Fig. 1: run 1, clock routing
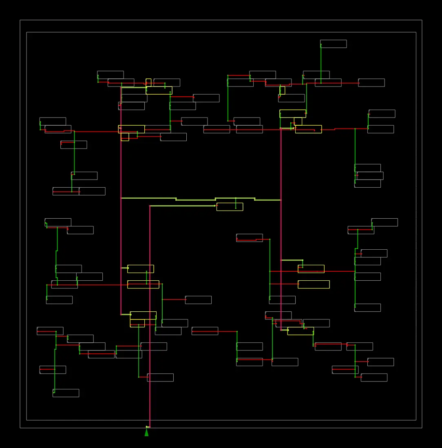
Fig. 2: run 1, register map, names as in the netlist
Scale: 2 px per um. Other sequential cells in the stronger gray, the rest of the logic in the fainter gray.
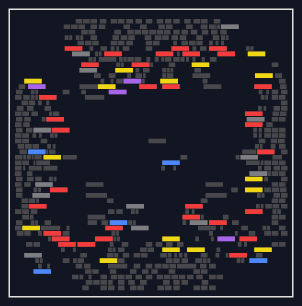
Fig. 3: run 1, met3 routing
Scale: 3 px per um.
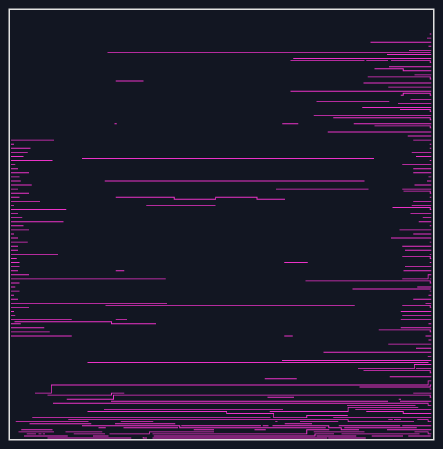
File: config.mk
export PLATFORM = sky130hd
export DESIGN_NAME = tl_clint_arbiter
export DESIGN_NICKNAME = d
export VERILOG_FILES = /design/src/rtl/clint_pkg.sv /design/src/rtl/rr_arbiter.sv /design/src/rtl/tl_clint_arbiter.sv
export SDC_FILE = /design/constraint.sdc
export NUM_CORES = 1
export LEC_CHECK = 0
export ABC_AREA = 0
export CORE_AREA = 2 2 139 141
export DETAILED_ROUTE_END_ITERATION = 8
export DIE_AREA = 0 0 141 143
export GPL_ROUTABILITY_DRIVEN = 1
export GPL_TIMING_DRIVEN = 0
export PLACE_DENSITY = 0.63
export REMOVE_ABC_BUFFERS = 1
export SLEW_MARGIN = 20
export SYNTH_ARGS = -nofsm -noshare
export SYNTH_HDL_FRONTEND = slang
export SYNTH_HIERARCHICAL = 1
export SYNTH_SLANG_ARGS = --single-unit
export TNS_END_PERCENT = 50
File: constraint.sdc
create_clock -name arb_clock_i -period 2.1 [get_ports arb_clock_i]
set_clock_uncertainty 0.05 [all_clocks]
set_input_delay 0.21 -clock arb_clock_i [delete_from_list [all_inputs] [get_ports arb_clock_i]]
set_output_delay 0.21 -clock arb_clock_i [all_outputs]
set_load 0.03 [all_outputs]
File: src/rtl/clint_pkg.sv
// Shared TileLink constants and the A-beat payload for the CLINT arbiter.
package clint_pkg;

  localparam int unsigned OPW   = 3;
  localparam int unsigned PRMW  = 3;
  localparam int unsigned DPRMW = 2;
  localparam int unsigned SZW   = 4;
  localparam int unsigned ADW   = 16;
  localparam int unsigned MKW   = 4;
  localparam int unsigned DW    = 32;

  localparam logic [OPW-1:0] TL_PUT_FULL        = 3'd0;
  localparam logic [OPW-1:0] TL_PUT_PARTIAL     = 3'd1;
  localparam logic [OPW-1:0] TL_ARITHMETIC      = 3'd2;
  localparam logic [OPW-1:0] TL_LOGICAL         = 3'd3;
  localparam logic [OPW-1:0] TL_GET             = 3'd4;
  localparam logic [OPW-1:0] TL_ACCESS_ACK      = 3'd0;
  localparam logic [OPW-1:0] TL_ACCESS_ACK_DATA = 3'd1;

  // Largest size the 32-bit CLINT data path accepts in one beat.
  localparam logic [SZW-1:0] TL_MAX_SIZE = 4'd2;

  // A-channel payload without the source, whose width depends on the arbiter.
  typedef struct packed {
    logic [OPW-1:0]  opcode;
    logic [PRMW-1:0] param;
    logic [SZW-1:0]  size;
    logic [ADW-1:0]  address;
    logic [MKW-1:0]  mask;
    logic [DW-1:0]   data;
    logic            corrupt;
  } a_beat_t;

endpackage

File: src/rtl/rr_arbiter.sv
// Round-robin grant: first set bit of valid at or above ptr, wrapping modulo N.
module rr_arbiter #(
  parameter  int unsigned N  = 2,
  localparam int unsigned IW = $clog2(N)
) (
  input  logic [N-1:0]  valid,
  input  logic [IW-1:0] ptr,
  output logic [IW-1:0] grant,
  output logic          any_valid
);

  int unsigned cand;

  // Scan offsets high to low so the closest requester to ptr wins last.
  always_comb begin
    grant     = '0;
    any_valid = |valid;
    cand      = 0;
    for (int off = int'(N) - 1; off >= 0; off--) begin
      cand = 32'(ptr) + 32'(off);
      if (cand >= N) cand = cand - N;
      if (valid[cand]) grant = IW'(cand);
    end
  end

endmodule

File: src/rtl/tl_clint_arbiter.sv
// N-to-1 TileLink-UH arbiter in front of the CLINT: round-robin A merge with a
// one-entry A output register, and zero-latency D routing on the source index.
// Optional: CLINT_ARB_DENY_BURST_EN answers a_size>2 requests locally with a
// denied D beat instead of forwarding them.
module tl_clint_arbiter
  import clint_pkg::*;
#(
  parameter  int unsigned NMASTERS = 2,
  parameter  int unsigned TL_RS    = 4,
  localparam int unsigned IDXW     = $clog2(NMASTERS),
  localparam int unsigned SW       = TL_RS + IDXW
) (
  input  logic                      arb_clock_i,
  input  logic                      arb_reset_i,
  input  logic [NMASTERS*OPW-1:0]   m_a_opcode,
  input  logic [NMASTERS*PRMW-1:0]  m_a_param,
  input  logic [NMASTERS*SZW-1:0]   m_a_size,
  input  logic [NMASTERS*TL_RS-1:0] m_a_source,
  input  logic [NMASTERS*ADW-1:0]   m_a_address,
  input  logic [NMASTERS*MKW-1:0]   m_a_mask,
  input  logic [NMASTERS*DW-1:0]    m_a_data,
  input  logic [NMASTERS-1:0]       m_a_corrupt,
  input  logic [NMASTERS-1:0]       m_a_valid,
  output logic [NMASTERS-1:0]       m_a_ready,
  output logic [NMASTERS*OPW-1:0]   m_d_opcode,
  output logic [NMASTERS*DPRMW-1:0] m_d_param,
  output logic [NMASTERS*SZW-1:0]   m_d_size,
  output logic [NMASTERS*TL_RS-1:0] m_d_source,
  output logic [NMASTERS-1:0]       m_d_denied,
  output logic [NMASTERS*DW-1:0]    m_d_data,
  output logic [NMASTERS-1:0]       m_d_corrupt,
  output logic [NMASTERS-1:0]       m_d_valid,
  input  logic [NMASTERS-1:0]       m_d_ready,
  output logic [OPW-1:0]            s_a_opcode,
  output logic [PRMW-1:0]           s_a_param,
  output logic [SZW-1:0]            s_a_size,
  output logic [SW-1:0]             s_a_source,
  output logic [ADW-1:0]            s_a_address,
  output logic [MKW-1:0]            s_a_mask,
  output logic [DW-1:0]             s_a_data,
  output logic                      s_a_corrupt,
  output logic                      s_a_valid,
  input  logic                      s_a_ready,
  input  logic [OPW-1:0]            s_d_opcode,
  input  logic [DPRMW-1:0]          s_d_param,
  input  logic [SZW-1:0]            s_d_size,
  input  logic [SW-1:0]             s_d_source,
  input  logic                      s_d_denied,
  input  logic [DW-1:0]             s_d_data,
  input  logic                      s_d_corrupt,
  input  logic                      s_d_valid,
  output logic                      s_d_ready
);

  logic                load_en, any_valid, hs, hs_fwd;
  logic [NMASTERS-1:0] req;
  logic [IDXW-1:0]     grant, rr_ptr, ptr_next, d_idx;
  logic                d_legal;
  a_beat_t             a_q, a_sel;
  logic [SW-1:0]       src_q, src_sel;
  logic                a_valid_q;
  int unsigned         g;

  assign load_en = ~a_valid_q | s_a_ready;
  assign hs      = load_en & any_valid;

`ifdef CLINT_ARB_DENY_BURST_EN
  logic                lr_valid;
  logic [IDXW-1:0]     lr_idx;
  logic [TL_RS-1:0]    lr_src;
  logic [SZW-1:0]      lr_size;
  logic [OPW-1:0]      lr_op;
  logic [OPW-1:0]      lr_ack_op;
  logic [NMASTERS-1:0] burst;
  logic                hs_deny;

  // Oversized requests compete only while the local-response slot is free.
  always_comb begin
    burst = '0;
    for (int i = 0; i < int'(NMASTERS); i++)
      burst[i] = m_a_size[SZW*i +: SZW] > TL_MAX_SIZE;
    req = m_a_valid & ~(burst & {NMASTERS{lr_valid}});
  end

  assign hs_deny   = hs & burst[grant];
  assign hs_fwd    = hs & ~burst[grant];
  assign lr_ack_op = (lr_op == TL_PUT_FULL || lr_op == TL_PUT_PARTIAL) ?
                     TL_ACCESS_ACK : TL_ACCESS_ACK_DATA;

  // Local-response slot: filled by a denied grant, drained by that master's d_ready.
  always_ff @(posedge arb_clock_i or negedge arb_reset_i) begin
    if (!arb_reset_i) begin
      lr_valid <= 1'b0;
      lr_idx   <= '0;
      lr_src   <= '0;
      lr_size  <= '0;
      lr_op    <= '0;
    end else if (hs_deny) begin
      lr_valid <= 1'b1;
      lr_idx   <= grant;
      lr_src   <= m_a_source[TL_RS*g +: TL_RS];
      lr_size  <= m_a_size[SZW*g +: SZW];
      lr_op    <= m_a_opcode[OPW*g +: OPW];
    end else if (lr_valid && m_d_ready[lr_idx]) begin
      lr_valid <= 1'b0;
    end
  end
`else
  assign req    = m_a_valid;
  assign hs_fwd = hs;
`endif

  rr_arbiter #(.N(NMASTERS)) u_rr (
    .valid     (req),
    .ptr       (rr_ptr),
    .grant     (grant),
    .any_valid (any_valid)
  );

  assign ptr_next = (32'(grant) == NMASTERS - 1) ? '0 : grant + IDXW'(1);

  // Pick the granted master's fields and drive its ready.
  always_comb begin
    g               = 32'(grant);
    a_sel.opcode    = m_a_opcode[OPW*g +: OPW];
    a_sel.param     = m_a_param[PRMW*g +: PRMW];
    a_sel.size      = m_a_size[SZW*g +: SZW];
    a_sel.address   = m_a_address[ADW*g +: ADW];
    a_sel.mask      = m_a_mask[MKW*g +: MKW];
    a_sel.data      = m_a_data[DW*g +: DW];
    a_sel.corrupt   = m_a_corrupt[g];
    src_sel         = {grant, m_a_source[TL_RS*g +: TL_RS]};
    m_a_ready       = '0;
    for (int i = 0; i < int'(NMASTERS); i++)
      m_a_ready[i] = load_en & any_valid & (grant == IDXW'(i));
  end

  // Single-entry A output register and round-robin pointer.
  always_ff @(posedge arb_clock_i or negedge arb_reset_i) begin
    if (!arb_reset_i) begin
      a_valid_q <= 1'b0;
      a_q       <= '0;
      src_q     <= '0;
      rr_ptr    <= '0;
    end else if (load_en) begin
      a_valid_q <= hs_fwd;
      if (hs_fwd) begin
        a_q   <= a_sel;
        src_q <= src_sel;
      end
      if (hs) rr_ptr <= ptr_next;
    end
  end

  assign s_a_opcode  = a_q.opcode;
  assign s_a_param   = a_q.param;
  assign s_a_size    = a_q.size;
  assign s_a_address = a_q.address;
  assign s_a_mask    = a_q.mask;
  assign s_a_data    = a_q.data;
  assign s_a_corrupt = a_q.corrupt;
  assign s_a_source  = src_q;
  assign s_a_valid   = a_valid_q;

  assign d_idx   = s_d_source[SW-1 -: IDXW];
  assign d_legal = 32'(d_idx) < NMASTERS;

  // Fan the CLINT D beat out to the master named by the source index.
  always_comb begin
    m_d_opcode  = '0;
    m_d_param   = '0;
    m_d_size    = '0;
    m_d_source  = '0;
    m_d_denied  = '0;
    m_d_data    = '0;
    m_d_corrupt = '0;
    m_d_valid   = '0;
    s_d_ready   = 1'b1;
    for (int i = 0; i < int'(NMASTERS); i++) begin
      m_d_opcode[OPW*i +: OPW]     = s_d_opcode;
      m_d_param[DPRMW*i +: DPRMW]  = s_d_param;
      m_d_size[SZW*i +: SZW]       = s_d_size;
      m_d_source[TL_RS*i +: TL_RS] = s_d_source[TL_RS-1:0];
      m_d_denied[i]                = s_d_denied;
      m_d_data[DW*i +: DW]         = s_d_data;
      m_d_corrupt[i]               = s_d_corrupt;
      m_d_valid[i]                 = s_d_valid & (d_idx == IDXW'(i));
`ifdef CLINT_ARB_DENY_BURST_EN
      if (lr_valid && lr_idx == IDXW'(i)) begin
        m_d_opcode[OPW*i +: OPW]     = lr_ack_op;
        m_d_param[DPRMW*i +: DPRMW]  = '0;
        m_d_size[SZW*i +: SZW]       = lr_size;
        m_d_source[TL_RS*i +: TL_RS] = lr_src;
        m_d_denied[i]                = 1'b1;
        m_d_data[DW*i +: DW]         = '0;
        m_d_corrupt[i]               = (lr_ack_op == TL_ACCESS_ACK_DATA);
        m_d_valid[i]                 = 1'b1;
      end
`endif
    end
    if (d_legal) s_d_ready = m_d_ready[d_idx];
`ifdef CLINT_ARB_DENY_BURST_EN
    if (lr_valid && d_idx == lr_idx) s_d_ready = 1'b0;
`endif
  end

endmodule
==> Table 3: Implementation characteristics, run 1 <==
Implementation parameters

Parameter                              Value

Outcome
  Result of the run    completed

Setup path
  Setup crit end kind    output port
  Launch point of the critical path    s_a_valid
  Worst Path Arrival    around 1.7 ns
  Buffering stage count on the worst path with inverters included    2
  Crit path depth    5
  Worst Path Max Fanout    approximately 50
  Crit start category    register
  Critical Path End    m_a_ready[0]
  Kind of critical path    register to output port
  Minimum setup slack among reg-to-reg paths    0.32 ns
  Required arrival time at the worst endpoint    approximately 1.8 ns
  Ordered cell list for the critical path    nand2b_4 -> buf_12 -> nand2_2 -> nor2_1 -> clkdlybuf4s15_2

Timing
  Pins over their slew limit    0
  Final Setup Violations    0
  Smallest setup slack after layout    about 0.14 ns
  Final hold violations    0
  Setup repair after global routing missed its margin    yes
  Portion of the clock cycle consumed by the worst path in the final layout    between 90% and 100%
  Aggregate negative setup slack    0 ns
  Minimum hold slack    0.260 ns

Floorplan
  Width of the chip    141 um
  Chip area    0.0202 mm2
  Placement Rows    50
  Y dimension of the die    approximately 140 um

Global routing
  Overall Global Routing Usage    between 10% and 20%
  Met1 global-route usage    17.0%
  Initial antenna violation count    0
  Met2 Track Usage GR    roughly 30%

Finish
  Area Growth Syn to Fin    48.9%
  Non-clock buffer contribution to total cell area    between 30% and 40%
  Clock buf/inv share    under 10%
  Diodes inserted    0
  Number of clock buffer instances in the layout    10
  Max reg flops    32
  Count of filler cells inserted in the layout    1839
  Finished layout cell area    between 0.006 and 0.007 mm2
  Count of inverters other than clock inverters in the layout    2
  Net count reported at finish    ~710
  Top cells excl fill/tap    sky130_fd_sc_hd__clkdlybuf4s50_1 (213), sky130_fd_sc_hd__dfrtp_1 (70), sky130_fd_sc_hd__mux2i_1 (67), sky130_fd_sc_hd__a21oi_1 (67), sky130_fd_sc_hd__a31oi_1 (67)
  Max-area cell class    buffers

Synthesis
  Main logic family after synthesis    buffers and inverters
  Share of synthesized area occupied by flip-flops and latches    between 40% and 50%
  Number of cells produced by synthesis    approximately 420
  Dominant flop cell    sky130_fd_sc_hd__dfrtp_1
  Yosys stat chip area    about 0.0042 mm2
  Count of yosys warnings during synthesis    6

Power
  P_leak    approximately 0.0025 uW
  Internal Dissipation    around 3500 uW
  Power share of the combinational group    34.9%
  Power dissipated by switching net loads    about 1600 uW
  Top power consumer group    combinational logic

Route
  Iteration tally of the first detailed-router pass    5
  Vias per inst    between 4 and 5
  Routed length on met3    between 3000 and 4000 um
  Amount of wire on met2 after detailed routing    8900 um
  Drt drc    0
  Max layer used    met5

Run
  Number of logged tool warnings    26

Clocking
  Deepest clock path buffer count    2
  Level count of the clock H-tree    3
  Root Buffer Master    sky130_fd_sc_hd__clkbuf_16
  Clock tree from TritonCTS    yes
  Clock buffer count from CTS    9
  Post-CTS Setup Bufs    1

Placed design
  Placed wire-length estimate after detailed placement    ~17000 um
  Number of cells after detailed placement    744
  Number of port buffers    approximately 220
  Placement Setup Slack    -0.460 ns
  Placed Area    0.00595 mm2
## Picture notes: Fig. 1
sequential cell count: 70
Num Clock Sinks: 70
clock latency on the worst-skew pair: 0.33 ns
reported clock group power: 1660 uW

## Picture notes: Fig. 2
Purple is s_a_size, flops 4. Blue is s_a_source, flops 5. Yellow is s_a_address, flops 16, where spread over the die. Red is s_a_data, flops 32, where spread over the die.
Another 13 sequential cells are not colored.
flop share of the area: 27.8%
power dissipated in sequential cells: 1680 uW
total area of sequential cells: 0.00175 mm2
fin util: 33.9%

## Picture notes: Fig. 3
The wires run mostly horizontal. 152 nets have wire on it. The layer holds 19% of the routed length. The layer carries 3880 um of wire. The longest straight run is 126 um.
Global Route met3 Usage: 17.2%
count of vias placed by the detailed router: 3634
wire length reported by the detailed router: 20000 um

==> run 1: worst reg2reg max path, stage by stage, from the launching register on <==
cell                       delay, ns
sky130_fd_sc_hd__dfrtp_1        0.35
sky130_fd_sc_hd__inv_1          0.08
sky130_fd_sc_hd__a21boi_4       0.37
sky130_fd_sc_hd__buf_16         0.23
sky130_fd_sc_hd__buf_16         0.21
sky130_fd_sc_hd__mux2i_1        0.26
sky130_fd_sc_hd__a31oi_1        0.11
==> run 1: cell usage after synthesis (all sizes together) (2+ instances only) <==
master / number / area, um2
clkbuf: 2 / 7.51
buf: 130 / 950
mux2: 3 / 33.8
nor2: 2 / 7.51
a21oi: 67 / 335
mux2i: 67 / 671
a31oi: 67 / 419
inv: 2 / 7.51
dfrtp: 70 / 1750
nand2b: 2 / 20.0
==> run 1 -> run 2 <==
SLEW_MARGIN = not set   (was 20)
Fig. 4: run 2, clock routing
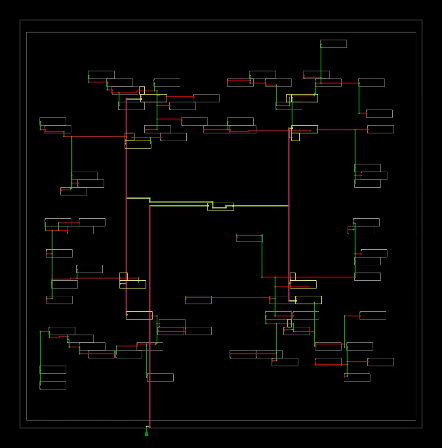
reported clock group power: 1390 uW
number of clock buffer instances in the layout: 10
clock buffer count from CTS: 9

==> run 2 against run 1 <==
Synthesized cell count is the same. Register-to-register slack gained 0.02 ns. Count of clock-buffer cells in the layout is the same. Largest cell class unchanged. Worst hold slack gained 0.011 ns. Non-clock buffer count is the same. Final area shrank 0.83%. Highest routed layer unchanged. Routed wire length grew 11%. Utilization shrank 0.28 points. Synthesized area is the same. Critical endpoint is now m_a_ready[1]. Global-route usage grew 2.1 points.
==> Table 3: Implementation characteristics, run 2 <==
Implementation parameters

Parameter                              Value

Clocking
  Root Buffer Master    sky130_fd_sc_hd__clkbuf_16
  Clock latency on the worst-skew pair    0.33 ns (about the same)
  Num Clock Sinks    70 (unchanged)
  Clock tree from TritonCTS    yes
  Reg clk slew, reported paths    0.06 ns
  Post-CTS Setup Bufs    2 (+1)
  Deepest clock path buffer count    2 (unchanged)
  Level count of the clock H-tree    3 (unchanged)

Route
  Count of vias placed by the detailed router    3791 (+4.3%)
  Max layer used    met5
  Wire length reported by the detailed router    22200 um (+11%)
  Drt drc    0 (unchanged)
  Average wire per standard cell    ~29 um
  Iteration tally of the first detailed-router pass    6 (+1)
  Vias per inst    4.94 (+3.8%)
  Amount of wire on met2 after detailed routing    10000 um (+13%)
  Routed length on met3    3730 um (-3.7%)

Synthesis
  Yosys stat chip area    0.00423 mm2 (unchanged)
  Count of yosys warnings during synthesis    6 (unchanged)
  Cell with the most instances after synthesis    sky130_fd_sc_hd__buf_4
  Largest cells by area after synthesis    sky130_fd_sc_hd__dfrtp_1 (41%), sky130_fd_sc_hd__buf_4 (18%), sky130_fd_sc_hd__mux2i_1 (16%), sky130_fd_sc_hd__a31oi_1 (9.9%), sky130_fd_sc_hd__a21oi_1 (7.9%)
  Dominant flop cell    sky130_fd_sc_hd__dfrtp_1
  Number of cells produced by synthesis    417 (unchanged)
  Yosys top cell area share    41.4% (unchanged)
  Leading area contributor after synthesis    sky130_fd_sc_hd__dfrtp_1
  Share of synthesized area occupied by flip-flops and latches    41.4% (unchanged)
  Number of enable flip-flop cells    0
  Most numerous cell types in the synthesized netlist    sky130_fd_sc_hd__buf_4 (102), sky130_fd_sc_hd__dfrtp_1 (70), sky130_fd_sc_hd__a21oi_1 (67), sky130_fd_sc_hd__a31oi_1 (67), sky130_fd_sc_hd__mux2i_1 (67)

Timing
  Setup repair after global routing missed its margin    no
  Final hold violations    0 (unchanged)
  Portion of the clock cycle consumed by the worst path in the final layout    92.0% (-1.4 points)
  Smallest setup slack after layout    0.168 ns (+0.0304 ns)
  Post-layout min period    a little under 2 ns
  Max Freq    517 MHz
  Pins over their slew limit    0 (unchanged)
  Slew margin rel.    between 40% and 50%
  Final Setup Violations    0 (unchanged)
  Aggregate negative setup slack    0 ns (unchanged)
  Minimum hold slack    0.270 ns (+0.0105 ns)

Global routing
  Global Route met3 Usage    16.1% (-1.0 points)
  Met1 global-route usage    21.0% (+4.1 points)
  Met2 Track Usage GR    33.4% (+3.5 points)
  Initial antenna violation count    0 (unchanged)
  Overall Global Routing Usage    21.4% (+2.1 points)

Power
  Power dissipated in sequential cells    1680 uW (about the same)
  Top power consumer group    combinational logic
  Internal Dissipation    3210 uW (-8.0%)
  P_leak    0.00247 uW (-0.51%)
  Power dissipated by switching net loads    1680 uW (+1.9%)
  Power share of the combinational group    37.1% (+2.2 points)

Finish
  Count of inverters other than clock inverters in the layout    2 (unchanged)
  Clock buf/inv share    4.29% (-0.86 points)
  Area Growth Syn to Fin    47.6%
  Top cells excl fill/tap    sky130_fd_sc_hd__clkdlybuf4s50_1 (211), sky130_fd_sc_hd__dfrtp_1 (70), sky130_fd_sc_hd__mux2i_1 (67), sky130_fd_sc_hd__a21oi_1 (67), sky130_fd_sc_hd__a31oi_1 (67)
  Count of filler cells inserted in the layout    1832 (-0.38%)
  Finished layout cell area    0.00625 mm2 (-0.83%)
  Diodes inserted    0 (unchanged)
  Flop share of the area    28.0% (+0.23 points)
  Non-clock buffer contribution to total cell area    37.7% (-0.14 points)
  Comb/total area    25.2%
  Fin util    33.6% (-0.28 points)
  Sequential cell count    70 (unchanged)
  Total area of sequential cells    0.00175 mm2 (unchanged)
  Net count reported at finish    718 (+0.56%)
  Max reg flops    32 (unchanged)
  Max-area cell class    buffers

Placed design
  Placement Setup Slack    -1.06 ns (-0.597 ns)
  Number of port buffers    216 (unchanged)
  Number of cells after detailed placement    740 (-0.54%)
  Placed Area    0.00586 mm2 (-1.4%)
  Placed wire-length estimate after detailed placement    16300 um (-2.2%)

Setup path
  Required arrival time at the worst endpoint    1.84 ns (about the same)
  Minimum setup slack among reg-to-reg paths    0.34 ns (+0.02 ns)
  Buffering stage count on the worst path with inverters included    3 (+1)
  Kind of critical path    input pin to output port
  Worst Path Arrival    1.67 ns (-0.03 ns)
  Worst Path Max Fanout    40 (-20%)
  Crit path depth    6 (+1)
  Ordered cell list for the critical path    dlygate4sd2_1 -> or2_4 -> buf_16 -> nand2_1 -> nor2_1 -> clkdlybuf4s15_2
  Crit start category    input pin
  Setup crit end kind    output port

Floorplan
  Placement Rows    50 (unchanged)
  Chip area    0.0202 mm2 (unchanged)
  Width of the chip    141 um (unchanged)
  Y dimension of the die    143 um (unchanged)

Run
  Number of logged tool warnings    25 (-3.8%)

Outcome
  Result of the run    completed
==> run 2: cell counts after synthesis <==
Identical to the previous run, type by type.
==> run 2: final timing paths <==
path | startpoint | endpoint
min reg2reg | s_a_source[4] | s_a_source[4]
min | arb_reset_i | s_a_data[14]
max reg2reg | s_a_valid | s_a_data[2]
max | m_a_valid[0] | m_a_ready[1]
max in group asynchronous | arb_reset_i | s_a_size[1]
min in group arb_clock_i | s_d_data[1] | m_d_data[33]
==> run 2: logic make-up (layout without fill, tap and decap cells) <==
group | after synthesis | after routing | share of synthesized area (%)
AND/OR/NAND/NOR | 8 | 13 | 1.18
flip-flops | 70 | 70 | 41.4
multiplexers | 70 | 70 | 16.6
AND-OR/OR-AND | 135 | 135 | 18.0
buffers and inverters | 134 | 245 | 22.8
Power is estimated from default activity; no workload was simulated.
